===== config.mk =====
export PLATFORM = sky130hd
export DESIGN_NAME = rx_agc_loop
export DESIGN_NICKNAME = d
export VERILOG_FILES = /design/src/rtl/rx_agc_loop.sv
export SDC_FILE = /design/constraint.sdc
export NUM_CORES = 1
export LEC_CHECK = 0
export CORE_ASPECT_RATIO = 1.25
export CORE_UTILIZATION = 54
export CTS_CLUSTER_SIZE = 24
export DETAILED_ROUTE_END_ITERATION = 8
export PLACE_DENSITY_LB_ADDON = 0.08
export SKIP_LAST_GASP = 1
export SYNTH_ARGS = -nofsm -noshare
export SYNTH_HDL_FRONTEND = slang
export SYNTH_SLANG_ARGS = --single-unit

===== constraint.sdc =====
create_clock -name clock -period 3.8 [get_ports clock]
set_input_delay 0.76 -clock clock [delete_from_list [all_inputs] [get_ports clock]]
set_output_delay 0.76 -clock clock [all_outputs]
set_load 0.02 [all_outputs]

===== src/rtl/rx_agc_loop.sv =====
// rx_agc_loop: settle/decide receive AGC driving a PGA gain code into a level window.
// Optional AGC_FAST_ATTACK_EN: overload also checked every SETTLE cycle.
module rx_agc_loop #(
  parameter logic [6:0] SR_BASE  = 7'd100,
  parameter logic [4:0] MAX_GAIN = 5'd20
) (
  input  logic        clock,
  input  logic        reset,
  input  logic        enable,
  input  logic [6:0]  serial_addr,
  input  logic [31:0] serial_data,
  input  logic        serial_strobe,
  input  logic [15:0] rssi,
  input  logic [15:0] over_count,
  output logic [4:0]  gain,
  output logic        gain_strobe,
  output logic        locked
);
  typedef enum logic [1:0] {IDLE, SETTLE, DECIDE} state_t;
  state_t state_q, state_d;
  logic [15:0] thr_hi_q, thr_hi_d, thr_lo_q, thr_lo_d, dwell_q, dwell_d, cnt_q, cnt_d;
  logic [4:0] manual_gain_q, manual_gain_d, gain_q, gain_d, man, dec2, dec1, inc1, step;
  logic agc_on_q, agc_on_d, gain_strobe_q, gain_strobe_d, locked_q, locked_d;
  logic wr_a, wr_b, run;
  logic unused_bits;
  assign unused_bits = ^serial_data[30:21];
  always_comb begin
    wr_a = serial_strobe && serial_addr == SR_BASE;
    wr_b = serial_strobe && serial_addr == SR_BASE + 7'd1;
    thr_hi_d = wr_a ? serial_data[31:16] : thr_hi_q;
    thr_lo_d = wr_a ? serial_data[15:0] : thr_lo_q;
    agc_on_d = wr_b ? serial_data[31] : agc_on_q;
    manual_gain_d = wr_b ? serial_data[20:16] : manual_gain_q;
    dwell_d = wr_b ? serial_data[15:0] : dwell_q;
    run = agc_on_q && enable;
    man = manual_gain_q > MAX_GAIN ? MAX_GAIN : manual_gain_q;
    dec2 = gain_q < 5'd2 ? 5'd0 : gain_q - 5'd2;
    dec1 = gain_q == 5'd0 ? 5'd0 : gain_q - 5'd1;
    inc1 = gain_q >= MAX_GAIN ? MAX_GAIN : gain_q + 5'd1;
    // decrement branches come first, so an inverted window still backs gain off
    step = over_count != 16'd0 ? dec2 : rssi > thr_hi_q ? dec1 : rssi < thr_lo_q ? inc1 : gain_q;
    state_d = state_q;
    cnt_d = cnt_q;
    gain_d = gain_q;
    locked_d = locked_q;
    if (!run && state_q != IDLE) state_d = IDLE;
    else
      case (state_q)
        IDLE: begin
          gain_d = man;
          locked_d = 1'b0;
          if (run) begin
            state_d = SETTLE;
            cnt_d = dwell_q;
          end
        end
        SETTLE: begin
`ifdef AGC_FAST_ATTACK_EN
          if (over_count != 16'd0) begin
            gain_d = dec2;
            locked_d = 1'b0;
            cnt_d = dwell_q;
          end else if (cnt_q == 16'd0) state_d = DECIDE;
          else cnt_d = cnt_q - 16'd1;
`else
          if (cnt_q == 16'd0) state_d = DECIDE;
          else cnt_d = cnt_q - 16'd1;
`endif
        end
        DECIDE: begin
          gain_d = step;
          locked_d = step == gain_q;
          state_d = SETTLE;
          cnt_d = dwell_q;
        end
        default: state_d = IDLE;
      endcase
    gain_strobe_d = gain_d != gain_q;
  end
  always_ff @(posedge clock) begin
    if (reset) begin
      state_q <= IDLE;
      cnt_q <= 16'd0;
      thr_hi_q <= 16'hFFFF;
      thr_lo_q <= 16'd0;
      agc_on_q <= 1'b0;
      manual_gain_q <= 5'd0;
      dwell_q <= 16'd0;
      gain_q <= 5'd0;
      gain_strobe_q <= 1'b0;
      locked_q <= 1'b0;
    end else begin
      state_q <= state_d;
      cnt_q <= cnt_d;
      thr_hi_q <= thr_hi_d;
      thr_lo_q <= thr_lo_d;
      agc_on_q <= agc_on_d;
      manual_gain_q <= manual_gain_d;
      dwell_q <= dwell_d;
      gain_q <= gain_d;
      gain_strobe_q <= gain_strobe_d;
      locked_q <= locked_d;
    end
  end
  assign gain = gain_q;
  assign gain_strobe = gain_strobe_q;
  assign locked = locked_q;
endmodule


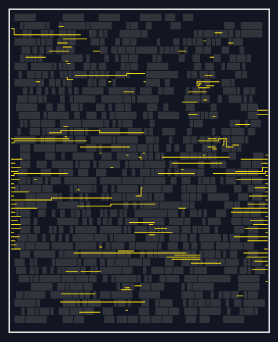
Figure 1: metal 3.
Scale: 3 px per um.
nets with wire on the layer: 107
wire length on this layer: 780 um
share of all routed wire: 5.9%
longest straight run: 37.3 um
main direction: horizontal

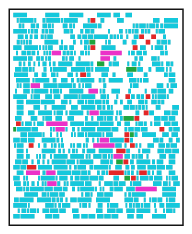
Figure 2: cell sizes after repair.
Scale: 2 px per um.
[green] drive 2 | cells: 8 | most used: a21oi_2
[magenta] drive 6 and up | cells: 15 | most used: clkbuf_8
[cyan] drive 1 or less | cells: 649 | most used: nand2_1
[red] drive 3 to 4 | cells: 23 | most used: buf_4

==> impl_metrics.toml <==
# yosys + openroad results
[finish]
final-clk-cell-share_pct = 4.476
sh_comb_area_pct = 48.32
ff_count = 79
filler_cell_count = 735
comb_area_um2 = 2918
seqCellArea_um2 = 1582
non_clock_buffer_count = 100
n_clock_buffer = 11
inverters = 42
dominant_cells = "logic gates"
insertedDiodeCount = 0
layout.nets = 803

[yosys]
ys_cells = 614
edf_count = 0
synthCells = 614
synthFlopType = "dfxtp_1"
yosys-top-cells-count = "nand2_1, dfxtp_1, nor2_1, a21oi_1, inv_1"
synthAoiAreaFrac_pct = 22.95
avgSynthCellArea_um2 = 7.786
fa_ha_area_share_pct = 9.945
synth.most_common_cell = "nand2_1"
yosysTopAreaCell = "dfxtp_1"
yosys_area_um2 = 4781
fp_nets = 727
ys_sh_mux_pct = 5.025
xor_area_share_pct = 0.9160

[global_routing]
gr-usage-met2_pct = 51.93
track_usage_pct = 30.37
grt_pass1_vias = 4605
grt_pass1_wl_um = 21830
grt_overflow_total = 0
antenna_found_initial = 0
grtUsageMet3_pct = 6.159
met1_usage_pct = 36.15
grt_max_degree = 63
gr-max-usage-layer = "met2"

[power_and_ir_drop]
power.group.top = "the clock network"
pwr-share-clk_pct = 45.7
powerClk_uw = 831
p_comb_share_pct = 8.7
switching_share_pct = 20.66
p_int_mw = 1.444
peakVddDrop_mv = 0.3329

[routing]
wl_met2_um = 6401
finalWirelength_um = 13260
met1_length_um = 5556
highest_layer = "met4"
met3_length_um = 779
first_pass_iters = 5
via_count = 4741
wl_per_cell_um = 16.27

[setup_path]
rr_startpoint = "thr_lo_q[14]"
crit_buf_inv = 1
crit_family = "AND-OR/OR-AND gates"
crit_path_max_incr_delay_ns = 0.58
cp-startpoint = "rssi[14]"
worstSetupStartpointType = "primary input"
path_depth = 11
slowest_stage = "or4b_4"
crit_end = "gain_strobe"
path_class = "in -> reg"
ff2ff_path_depth = 11
r2r_slack_ns = 0.74

[clock_network]
clock_latency_ns = 0.36
cts_buffer_depth = 2
cts_tree = "built"
hold_buffers = 0
cts_setup_buffers = 0
clkTransAtPathRegs_ns = 0.08
cts_buffers = 9
cts-root-buf = "clkbuf_8"

[timing]
fmax_ghz = 0.2841
finalClockPeriodUsage_pct = 92.64
period_minus_slack_ns = 3.520
setup_tns_ns = 0
setup_slack_ns = 0.2795
drv_slew = 0
slew_headroom_pct = 47.13
rsz0062_at_grt = "false"

[worst_hold_path]
hp-start = "thr_lo_q[6]"
holdPathEnd = "thr_lo_q[6]"
whs_path_depth = 2
hold_path.class = "reg -> reg"

[placed_design]
place_ws_ns = -0.06606
dp.cells = 799
hpwl_um = 9986

[floorplanning]
floorplan.core_util_pct = 55.25
taps = 120
ios = 82
die_y_um = 107.2

[status]
status = "complete, no violations"
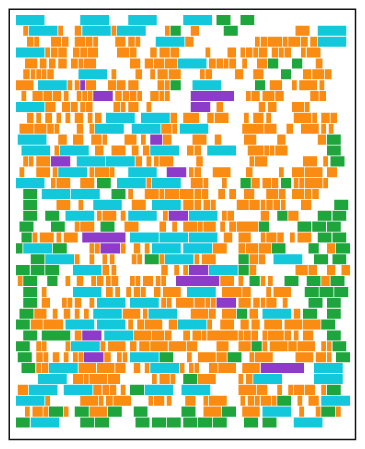
Figure 3: placed cells, one color a class.
Scale: 4 px per um.
[green] other buffers and delay cells | cells: 100
[cyan] flip-flops | cells: 79
[purple] clock drivers and dummy loads | cells: 16
[orange] all other logic | cells: 500
Finished Core Util: 69.78%
Placement Rows: 38
fraction of area in registers: 26.19%
core area: 8653 um2
fin area: 6038 um2

No activity file was given, so power comes from the tool's default toggle rates.
